**config.mk**
```make
export PLATFORM = sky130hd
export DESIGN_NAME = fifo_wr_ptr_gen_flat
export DESIGN_NICKNAME = d
export VERILOG_FILES = /design/src/rtl/fifo_wr_ptr_gen_if.sv /design/src/rtl/fifo_wr_ptr_gen.sv /design/src/flat_wrapper.sv
export SDC_FILE = /design/constraint.sdc
export NUM_CORES = 1
export LEC_CHECK = 0
export ABC_AREA = 1
export CORE_MARGIN = 8
export CORE_UTILIZATION = 45
export CTS_CLUSTER_DIAMETER = 100
export CTS_CLUSTER_SIZE = 40
export DETAILED_ROUTE_END_ITERATION = 8
export GPL_TIMING_DRIVEN = 0
export MAX_ROUTING_LAYER = met4
export PLACE_DENSITY = 0.73
export SYNTH_ARGS = -nofsm -noshare
export SYNTH_HDL_FRONTEND = slang
export SYNTH_SLANG_ARGS = --single-unit
```
**constraint.sdc**
```tcl
create_clock -name wr_clk -period 4.3 [get_ports wr_clk]
set_input_delay 0.86 -clock wr_clk [delete_from_list [all_inputs] [get_ports wr_clk]]
set_output_delay 0.86 -clock wr_clk [all_outputs]
set_load 0.03 [all_outputs]
```
**src/rtl/fifo_wr_ptr_gen_if.sv**
```systemverilog
// Write-port bundle for fifo_wr_ptr_gen: the request and read-pointer inputs,
// plus the pointer and status outputs going to memory, the read domain and the user.
interface fifo_wr_ptr_gen_if #(
  parameter int ADDR_WIDTH = 4
);
  logic                  wr_en;
  logic [ADDR_WIDTH:0]   rd_ptr_gray;
  logic [ADDR_WIDTH-1:0] wr_addr;
  logic [ADDR_WIDTH:0]   wr_ptr_gray;
  logic                  full;
  logic [ADDR_WIDTH:0]   wr_level;
  logic                  overflow;
  logic                  wr_mem_en;

  // master is the write-port user; slave is the pointer generator itself
  modport master (
    output wr_en, rd_ptr_gray,
    input  wr_addr, wr_ptr_gray, full, wr_level, overflow, wr_mem_en
  );

  modport slave (
    input  wr_en, rd_ptr_gray,
    output wr_addr, wr_ptr_gray, full, wr_level, overflow, wr_mem_en
  );
endinterface

```
**src/rtl/fifo_wr_ptr_gen.sv**
```systemverilog
// Write-side pointer generator for the async FIFO: binary/Gray write pointer, full, level, overflow.
// Define FIFO_WR_PTR_SYNC_EN to add an internal 2-flop synchronizer on rd_ptr_gray.
module fifo_wr_ptr_gen #(
  parameter int ADDR_WIDTH = 4
) (
  input  logic             wr_clk,
  input  logic             wr_rst_n,
  fifo_wr_ptr_gen_if.slave wr_if
);
  localparam int A = ADDR_WIDTH;

  logic [A:0] wr_bin;
  logic [A:0] wr_bin_next;
  logic [A:0] wr_gray_next;
  logic [A:0] wr_gray_q;
  logic [A:0] full_ptr;
  logic [A:0] rq;
  logic [A:0] rq_bin;
  logic [A:0] level_q;
  logic       full_q;
  logic       overflow_q;
  logic       inc;

`ifdef FIFO_WR_PTR_SYNC_EN
  logic [A:0] sync_q1;
  logic [A:0] sync_q2;

  always_ff @(posedge wr_clk or negedge wr_rst_n) begin
    if (!wr_rst_n) begin
      sync_q1 <= '0;
      sync_q2 <= '0;
    end else begin
      sync_q1 <= wr_if.rd_ptr_gray;
      sync_q2 <= sync_q1;
    end
  end

  assign rq = sync_q2;
`else
  assign rq = wr_if.rd_ptr_gray;
`endif

  // Gray to binary: each bit is the XOR of all Gray bits from the MSB down to it
  always_comb begin
    rq_bin = '0;
    for (int i = 0; i <= A; i++) begin
      rq_bin[i] = ^(rq >> i);
    end
  end

  assign inc          = wr_if.wr_en & ~full_q;
  assign wr_bin_next  = wr_bin + {{A{1'b0}}, inc};
  assign wr_gray_next = wr_bin_next ^ (wr_bin_next >> 1);
  assign full_ptr     = {~rq[A:A-1], rq[A-2:0]};

  // Status is computed from the next write pointer so a write and a read-pointer move on one edge both count
  always_ff @(posedge wr_clk or negedge wr_rst_n) begin
    if (!wr_rst_n) begin
      wr_bin     <= '0;
      wr_gray_q  <= '0;
      full_q     <= 1'b0;
      level_q    <= '0;
      overflow_q <= 1'b0;
    end else begin
      wr_bin     <= wr_bin_next;
      wr_gray_q  <= wr_gray_next;
      full_q     <= (wr_gray_next == full_ptr);
      level_q    <= wr_bin_next - rq_bin;
      overflow_q <= wr_if.wr_en & full_q;
    end
  end

  assign wr_if.wr_addr     = wr_bin[A-1:0];
  assign wr_if.wr_ptr_gray = wr_gray_q;
  assign wr_if.full        = full_q;
  assign wr_if.wr_level    = level_q;
  assign wr_if.overflow    = overflow_q;
  assign wr_if.wr_mem_en   = inc;
endmodule

```
**src/flat_wrapper.sv**
```systemverilog
// flat-port wrapper written by rule: the top's interface ports become plain ports
module fifo_wr_ptr_gen_flat 
#(
  parameter int ADDR_WIDTH = 4
)
  (wr_clk, wr_rst_n, wr_if_wr_en, wr_if_rd_ptr_gray, wr_if_wr_addr, wr_if_wr_ptr_gray, wr_if_full, wr_if_wr_level, wr_if_overflow, wr_if_wr_mem_en);
  fifo_wr_ptr_gen_if #(.ADDR_WIDTH(ADDR_WIDTH)) wr_if_i ();
  input  logic wr_clk;
  input  logic wr_rst_n;
  input wire logic [$bits(wr_if_i.wr_en)-1:0] wr_if_wr_en;
  input wire logic [$bits(wr_if_i.rd_ptr_gray)-1:0] wr_if_rd_ptr_gray;
  output wire logic [$bits(wr_if_i.wr_addr)-1:0] wr_if_wr_addr;
  output wire logic [$bits(wr_if_i.wr_ptr_gray)-1:0] wr_if_wr_ptr_gray;
  output wire logic [$bits(wr_if_i.full)-1:0] wr_if_full;
  output wire logic [$bits(wr_if_i.wr_level)-1:0] wr_if_wr_level;
  output wire logic [$bits(wr_if_i.overflow)-1:0] wr_if_overflow;
  output wire logic [$bits(wr_if_i.wr_mem_en)-1:0] wr_if_wr_mem_en;
  assign wr_if_i.wr_en = wr_if_wr_en;
  assign wr_if_i.rd_ptr_gray = wr_if_rd_ptr_gray;
  assign wr_if_wr_addr = wr_if_i.wr_addr;
  assign wr_if_wr_ptr_gray = wr_if_i.wr_ptr_gray;
  assign wr_if_full = wr_if_i.full;
  assign wr_if_wr_level = wr_if_i.wr_level;
  assign wr_if_overflow = wr_if_i.overflow;
  assign wr_if_wr_mem_en = wr_if_i.wr_mem_en;
  fifo_wr_ptr_gen #(.ADDR_WIDTH(ADDR_WIDTH)) u_core (.wr_clk(wr_clk), .wr_rst_n(wr_rst_n), .wr_if(wr_if_i));
endmodule
```
==> results_dict.tcl <==
# yosys + openroad results
set metrics [dict create \
    utilization 0.613 \
    log.warning_count 26 \
    diodes 0 \
    worstMarginPinSlew_ns 0.736 \
    nWellTaps 28 \
    clock-sinks 16 \
    leakagePower_nw 0.723 \
    core.rowCount 17 \
    hold_violations 0 \
    yosys_warnings 0 \
    worstPathArrival_ns 2.23 \
    gp_congestion 0.848 \
    p_total_mw 1.08 \
    clk_path_buf_depth 2 \
    pre_cts_ws_ns 1.07 \
    wl_met3_um 111 \
    final_antenna_net_count 0 \
    p_comb_mw 0.723 \
    drc 0 \
    power_density_nw_per_um2 805 \
    inverters 26 \
    top_layer "met4" \
    compound_area_frac 0.0121 \
    cp_num_cells 4 \
    cp.buffers_inverters 3 \
    tritoncts "done" \
    hold_path_depth 2 \
    layout.area.seq_um2 400 \
    synth_nets 150 \
    critPathMaxFanout 2 \
    power_frac_seq 0.238 \
    intPower_mw 0.551 \
    viasPerCell 4.87 \
    drtIter0Drc 25 \
    hold_buffers 0 \
    yosys.stat.seqShare 0.388 \
    crit_required_ns 3.44 \
    cts-root-buf "clkbuf_4" \
    post-cts-setup-buffer-count 0 \
    wl_met2_mm 1.17 \
    clk_share 0.0270 \
    drive_above_1_share 0.134 \
    logic_family "simple AND/OR/NAND/NOR gates" \
    grt_util_met3 0.0174 \
    xor_area_frac 0.0437 \
    final-nonclk-buf-share 0.185 \
    grt-busiest-layer "met2" \
    status "complete, no violations" \
    lay_top_cells "49 x nand2_1, 24 x clkdlybuf4s50_1, 18 x inv_1, 18 x nand3_1, 16 x dfrtp_1" \
]
==> synth_stat cells, drive strengths merged <==
cell type | instances | area (µm²)
nand2 | 55 | 226
inv | 26 | 97.6
nand3 | 20 | 125
dfrtp | 16 | 400
ha | 5 | 62.6
nor2 | 4 | 15.0
nand4 | 3 | 18.8
xor2 | 2 | 36.3
a21boi | 1 | 7.51
a21oi | 1 | 5.00
buf | 1 | 7.51
fa | 1 | 20.0
xnor2 | 1 | 8.76
==> registers in the layout (all words and copies together), names as in the netlist <==
name and cells:
u_core.wr_bin 5, u_core.wr_if.full 1, u_core.wr_if.overflow 1, u_core.wr_if.wr_level 5, u_core.wr_if.wr_ptr_gray 4
==> logic make-up after synthesis <==
group           count (synthesis)
compound gates                  2
xor+xnor                        3
fa+ha+maj                       6
buf+inv                        27
flops                          16
simple gates                   82
registers.png
Other sequential cells in the stronger grey, the rest of the logic in the fainter grey.
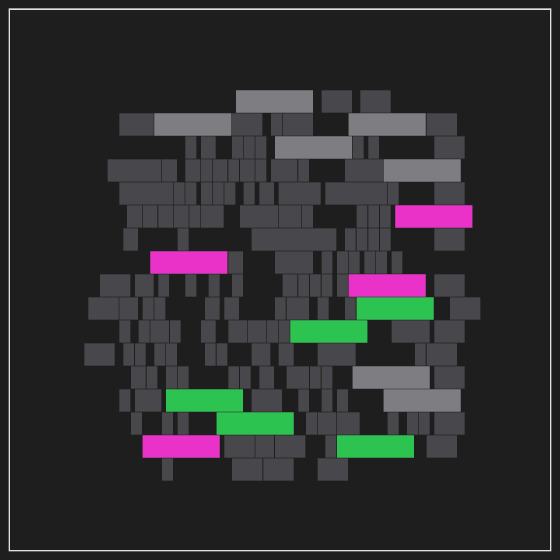
u_core.wr_bin -> green  # flops 5
u_core.wr_if.wr_ptr_gray -> magenta  # flops 4, where centre
not coloured = 7
Seq area share: 0.298
seq pwr: 0.257 mW

final_clocks.png
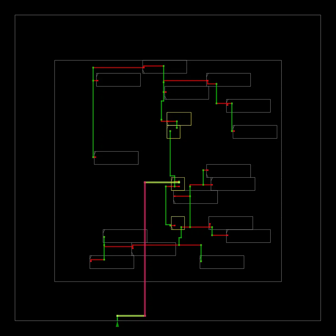
flop count: 16
skew final: 0.000503 ns
total CTS buffers: 3
clk latency late pin: 0.28 ns

met1.png
Supply wires on this layer in grey.
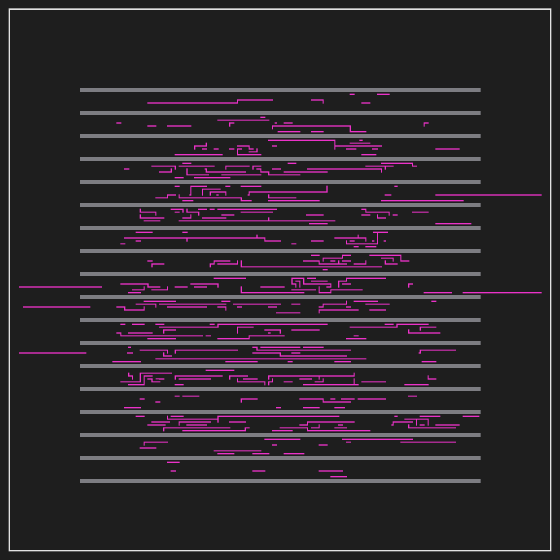
nets with wire on the layer = 160
main direction = horizontal
share of all routed wire = 41%
WL final: 2.24 mm
met1 usage: 0.126
routed via count: 935

gate_families.png
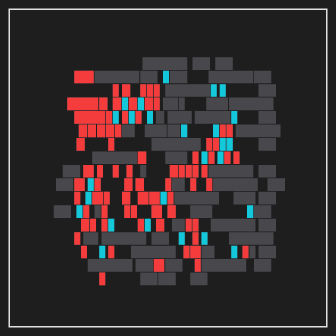
inverters -> cyan  # cells 26
NAND gates -> red  # cells 78
highest-count logic cell in the final layout: nand2_1
logic share of the area: 0.391
final cell count without fillers: 192

pdn.png
Pins as bars on the die edge.
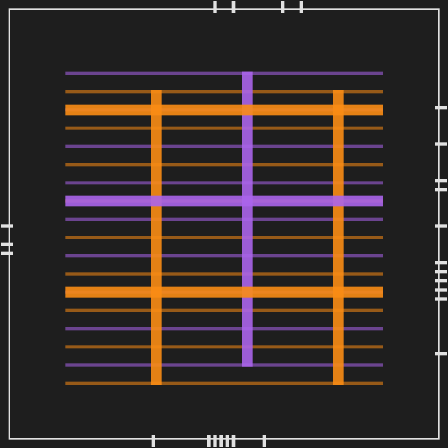
VSS -> orange
VDD -> purple
met1 rails = 18
met5 straps = 3
signal pins = 25
met4 straps = 3
rows = 17
Die H: 63.9 µm
core area: 2190 µm²

No activity file was given, so power comes from the tool's default toggle rates.
